### The metal 1 layer

The bar under the picture is 20 µm long. Supply wires on this layer in grey.
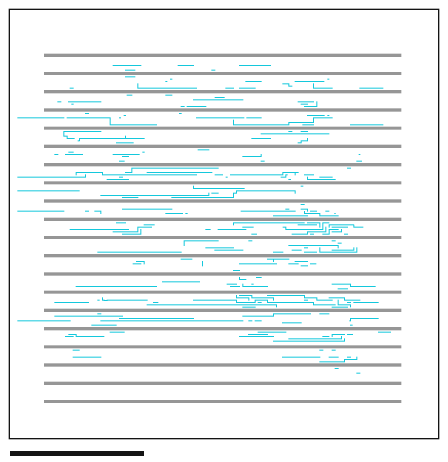
### Met2 routing

Cells faint in the background.
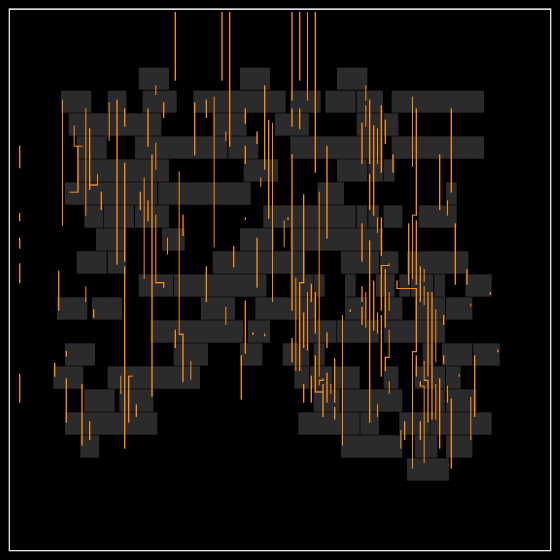
[src/rtl/serial_mag_comparator_if.sv]
// Handshake and operand/result bundle for the serial magnitude comparator.
// The requester drives start and operands; the comparator returns status and l/e/g.
interface serial_mag_comparator_if #(
  parameter int WIDTH = 8
);
  logic             start;
  logic             signed_mode;
  logic [WIDTH-1:0] a;
  logic [WIDTH-1:0] b;
  logic             busy;
  logic             done;
  logic             l;
  logic             e;
  logic             g;

  modport master (
    output start, signed_mode, a, b,
    input  busy, done, l, e, g
  );

  modport slave (
    input  start, signed_mode, a, b,
    output busy, done, l, e, g
  );
endinterface

[src/rtl/serial_mag_comparator.sv]
// Multi-cycle MSB-first magnitude comparator, DIGIT bits per cycle with early exit.
// Signed mode flips both MSBs (offset binary) so the unsigned digit compare yields the signed order.
module serial_mag_comparator #(
  parameter int WIDTH = 8,
  parameter int DIGIT = 2
) (
  input  logic                    clk,
  input  logic                    rst,
  serial_mag_comparator_if.slave  bus
);
  localparam int N  = WIDTH / DIGIT;
  localparam int CW = (N > 1) ? $clog2(N) : 1;
  localparam logic [WIDTH-1:0] MSB_MASK = {1'b1, {(WIDTH-1){1'b0}}};

  if ((WIDTH < 2) || (WIDTH % DIGIT != 0)) begin : g_bad_params
    $error("serial_mag_comparator: WIDTH must be >= 2 and a multiple of DIGIT");
  end

  typedef enum logic {S_IDLE, S_RUN} state_t;

  state_t           r_state;
  state_t           w_next;
  logic [WIDTH-1:0] r_sa;
  logic [WIDTH-1:0] r_sb;
  logic [CW-1:0]    r_cnt;
  logic             r_done;
  logic             r_l;
  logic             r_e;
  logic             r_g;
  logic [DIGIT-1:0] w_da;
  logic [DIGIT-1:0] w_db;
  logic             w_last;

  assign w_da   = r_sa[WIDTH-1 -: DIGIT];
  assign w_db   = r_sb[WIDTH-1 -: DIGIT];
  assign w_last = (r_cnt == '0);

  always_comb begin
    w_next = r_state;
    case (r_state)
      S_IDLE:  if (bus.start) w_next = S_RUN;
      S_RUN:   if ((w_da != w_db) || w_last) w_next = S_IDLE;
      default: w_next = S_IDLE;
    endcase
  end

  always_ff @(posedge clk) begin
    if (rst) r_state <= S_IDLE;
    else     r_state <= w_next;
  end

  // Control and result flags
  always_ff @(posedge clk) begin
    if (rst) begin
      r_done <= 1'b0;
      r_l    <= 1'b0;
      r_e    <= 1'b0;
      r_g    <= 1'b0;
      r_cnt  <= '0;
    end else begin
      r_done <= 1'b0;
      case (r_state)
        S_IDLE: begin
          if (bus.start) begin
            r_l   <= 1'b0;
            r_e   <= 1'b0;
            r_g   <= 1'b0;
            r_cnt <= CW'(N - 1);
          end
        end
        S_RUN: begin
          if (w_da > w_db) begin
            r_g    <= 1'b1;
            r_done <= 1'b1;
          end else if (w_da < w_db) begin
            r_l    <= 1'b1;
            r_done <= 1'b1;
          end else if (w_last) begin
            r_e    <= 1'b1;
            r_done <= 1'b1;
          end else begin
            r_cnt  <= r_cnt - 1'b1;
          end
        end
        default: r_done <= 1'b0;
      endcase
    end
  end

  // Operand shift registers carry no reset; they are reloaded on every accepted start
  always_ff @(posedge clk) begin
    if ((r_state == S_IDLE) && bus.start) begin
      r_sa <= bus.a ^ (bus.signed_mode ? MSB_MASK : '0);
      r_sb <= bus.b ^ (bus.signed_mode ? MSB_MASK : '0);
    end else if ((r_state == S_RUN) && (w_da == w_db) && !w_last) begin
      r_sa <= r_sa << DIGIT;
      r_sb <= r_sb << DIGIT;
    end
  end

  assign bus.busy = (r_state == S_RUN);
  assign bus.done = r_done;
  assign bus.l    = r_l;
  assign bus.e    = r_e;
  assign bus.g    = r_g;
endmodule
[src/flat_wrapper.sv]
// flat-port wrapper written by rule: the top's interface ports become plain ports
module serial_mag_comparator_flat 
#(
  parameter int WIDTH = 8,
  parameter int DIGIT = 2
)
  (clk, rst, bus_start, bus_signed_mode, bus_a, bus_b, bus_busy, bus_done, bus_l, bus_e, bus_g);
  serial_mag_comparator_if #(.WIDTH(WIDTH)) bus_i ();
  input  logic clk;
  input  logic rst;
  input wire logic [$bits(bus_i.start)-1:0] bus_start;
  input wire logic [$bits(bus_i.signed_mode)-1:0] bus_signed_mode;
  input wire logic [$bits(bus_i.a)-1:0] bus_a;
  input wire logic [$bits(bus_i.b)-1:0] bus_b;
  output wire logic [$bits(bus_i.busy)-1:0] bus_busy;
  output wire logic [$bits(bus_i.done)-1:0] bus_done;
  output wire logic [$bits(bus_i.l)-1:0] bus_l;
  output wire logic [$bits(bus_i.e)-1:0] bus_e;
  output wire logic [$bits(bus_i.g)-1:0] bus_g;
  assign bus_i.start = bus_start;
  assign bus_i.signed_mode = bus_signed_mode;
  assign bus_i.a = bus_a;
  assign bus_i.b = bus_b;
  assign bus_busy = bus_i.busy;
  assign bus_done = bus_i.done;
  assign bus_l = bus_i.l;
  assign bus_e = bus_i.e;
  assign bus_g = bus_i.g;
  serial_mag_comparator #(.WIDTH(WIDTH), .DIGIT(DIGIT)) u_core (.clk(clk), .rst(rst), .bus(bus_i));
endmodule
[config.mk]
export PLATFORM = sky130hd
export DESIGN_NAME = serial_mag_comparator_flat
export DESIGN_NICKNAME = d
export VERILOG_FILES = /design/src/rtl/serial_mag_comparator_if.sv /design/src/rtl/serial_mag_comparator.sv /design/src/flat_wrapper.sv
export SDC_FILE = /design/constraint.sdc
export NUM_CORES = 1
export LEC_CHECK = 0
export CAP_MARGIN = 10
export CORE_MARGIN = 5
export CORE_UTILIZATION = 35
export DETAILED_ROUTE_END_ITERATION = 8
export GPL_TIMING_DRIVEN = 0
export SLEW_MARGIN = 15
export SYNTH_ARGS = -nofsm -noshare
export SYNTH_HDL_FRONTEND = slang
export SYNTH_SLANG_ARGS = --single-unit
[constraint.sdc]
create_clock -name clk -period 1.6 [get_ports clk]
set_input_delay 0.32 -clock clk [delete_from_list [all_inputs] [get_ports clk]]
set_output_delay 0.32 -clock clk [all_outputs]
set_load 0.03 [all_outputs]
==> impl_metrics.yaml <==
# synthesis and place-and-route metrics
run_status:
  outcome: "finished, final reports clean"
setup_path:
  setup.worst_path.start_class: "flip-flop"
  worst_path_largest_cell_delay_ns: 0.40
  timing.reg2reg.worst_path_depth: 4
  path_cells: "ha_1, and4b_4, or2_4, and2_1"
  critPathRequiredTime_ns: 1.82
  crit_path_start: "u_core.r_sa[7]$_DFFE_PP_"
  slowest_stage: "sky130_fd_sc_hd__edfxtp_1"
  regToRegEndpoint: "u_core.bus.busy$_SDFF_PP0_"
  crit_family: "simple AND/OR/NAND/NOR gates"
  count_of_cell_instances_traversed_by_the_critical_path: 4
route:
  m1WireLength_um: 764
  wl_per_cell_um: 13.8
  finalWirelength_um: 1860
  drtPass1Iterations: 4
  detailedRoute.firstIterationViolations: 16
  met2WireLength_um: 905
floorplan:
  well_tap_cell_count: 31
  number_of_top_level_pins: 25
  chipArea_um2: 4080
  placeableCoreArea_um2: 2760
clock_tree:
  cts.clk_slew.worst_paths_ns: 0.13
  cts.root.buffer_cell: "sky130_fd_sc_hd__clkbuf_4"
  cts_htree_levels: 1
  tritoncts: "built"
  cts_resized: 7
global_routing:
  grt_max_degree: 13
  grt_usage_pct: 9.81
  global_route.usage.met2_pct: 16.2
  grtUsageMet3_pct: 4.73
  grt_pass1_vias: 690
  grt_pass1_wl_um: 3030
  top_usage_layer: "met2"
power_and_ir_drop:
  sequentialPower_mw: 0.715
  largestPowerGroup: "registers"
  post-layout-total-power_mw: 1.21
  clock_power_share_pct: 22.3
  p_clk_mw: 0.269
  share_seq_of_total_power_pct: 59.3
  pwr.group.combinational_mw: 0.222
  netSwitchingFraction_pct: 24.2
  pwr-share-comb_pct: 18.4
  irDropWorstVdd_v: 0.000522
placed_design:
  placed_cells_incl_taps: 130
  preCtsSetupSlack_ns: -0.251
  portBuffers: 24
  post-dp-hpwl_um: 1320
  place_area_um2: 1290
final_timing:
  hold_ws_ns: 0.493
  max_freq_ghz: 0.656
  timing_max_transition_violations_final: 0
  slew-limit-headroom_pct: 80.0
  clock_skew_ns: 0.00650
  report.final.setup_viol: 0
  final.period_utilization_pct: 95.3
  final-hold-violation-count: 0
final_layout:
  clock_cell_area_share_pct: 1.98
  final_cell_count_without_fillers: 135
  num-fill-cells: 263
  synth_to_final_area_change_pct: 30.7
  clock_buffers: 4
  combinational_fraction_of_the_cell_area_pct: 28.4
  num_antenna_cells: 0
  final_layout_size_suffix_gt1_share_pct: 14.4
  signal_buffers: 26
  num-nets-final: 128
  area_dominant_class: "sequential cells"
  design.seq.count: 23
  register_fraction_of_the_total_cell_area_pct: 46.7
  nonClockInverterCount: 6
synth:
  edf_count: 16
  area_fraction_of_the_dominant_cell_type_after_synthesis_pct: 47.3
  synthCells: 75
  synth.yosys.chip_area_um2: 1020
  synth-compound-area-share_pct: 9.24
  synthXorXnorAreaFrac_pct: 1.72
  ys_sh_simple_pct: 9.73
  synthTopCellsByCount: "sky130_fd_sc_hd__edfxtp_1 (16), sky130_fd_sc_hd__dfxtp_1 (7), sky130_fd_sc_hd__inv_1 (6)"
  post_synth_mux_area_share_pct: 11.1
  yosys_cells: 75
  ys_types: 28
worst_hold_path:
  worstHoldEndpoint: "u_core.bus.g$_SDFFE_PP0P_"
  min-delay-start: "u_core.bus.g$_SDFFE_PP0P_"
## Picture notes: 'The metal 1 layer'
main direction: horizontal
share of all routed wire: 41%

## Picture notes: 'Met2 routing'
nets with wire on the layer: 114
share of all routed wire: 49%

Power is estimated from default activity; no workload was simulated.
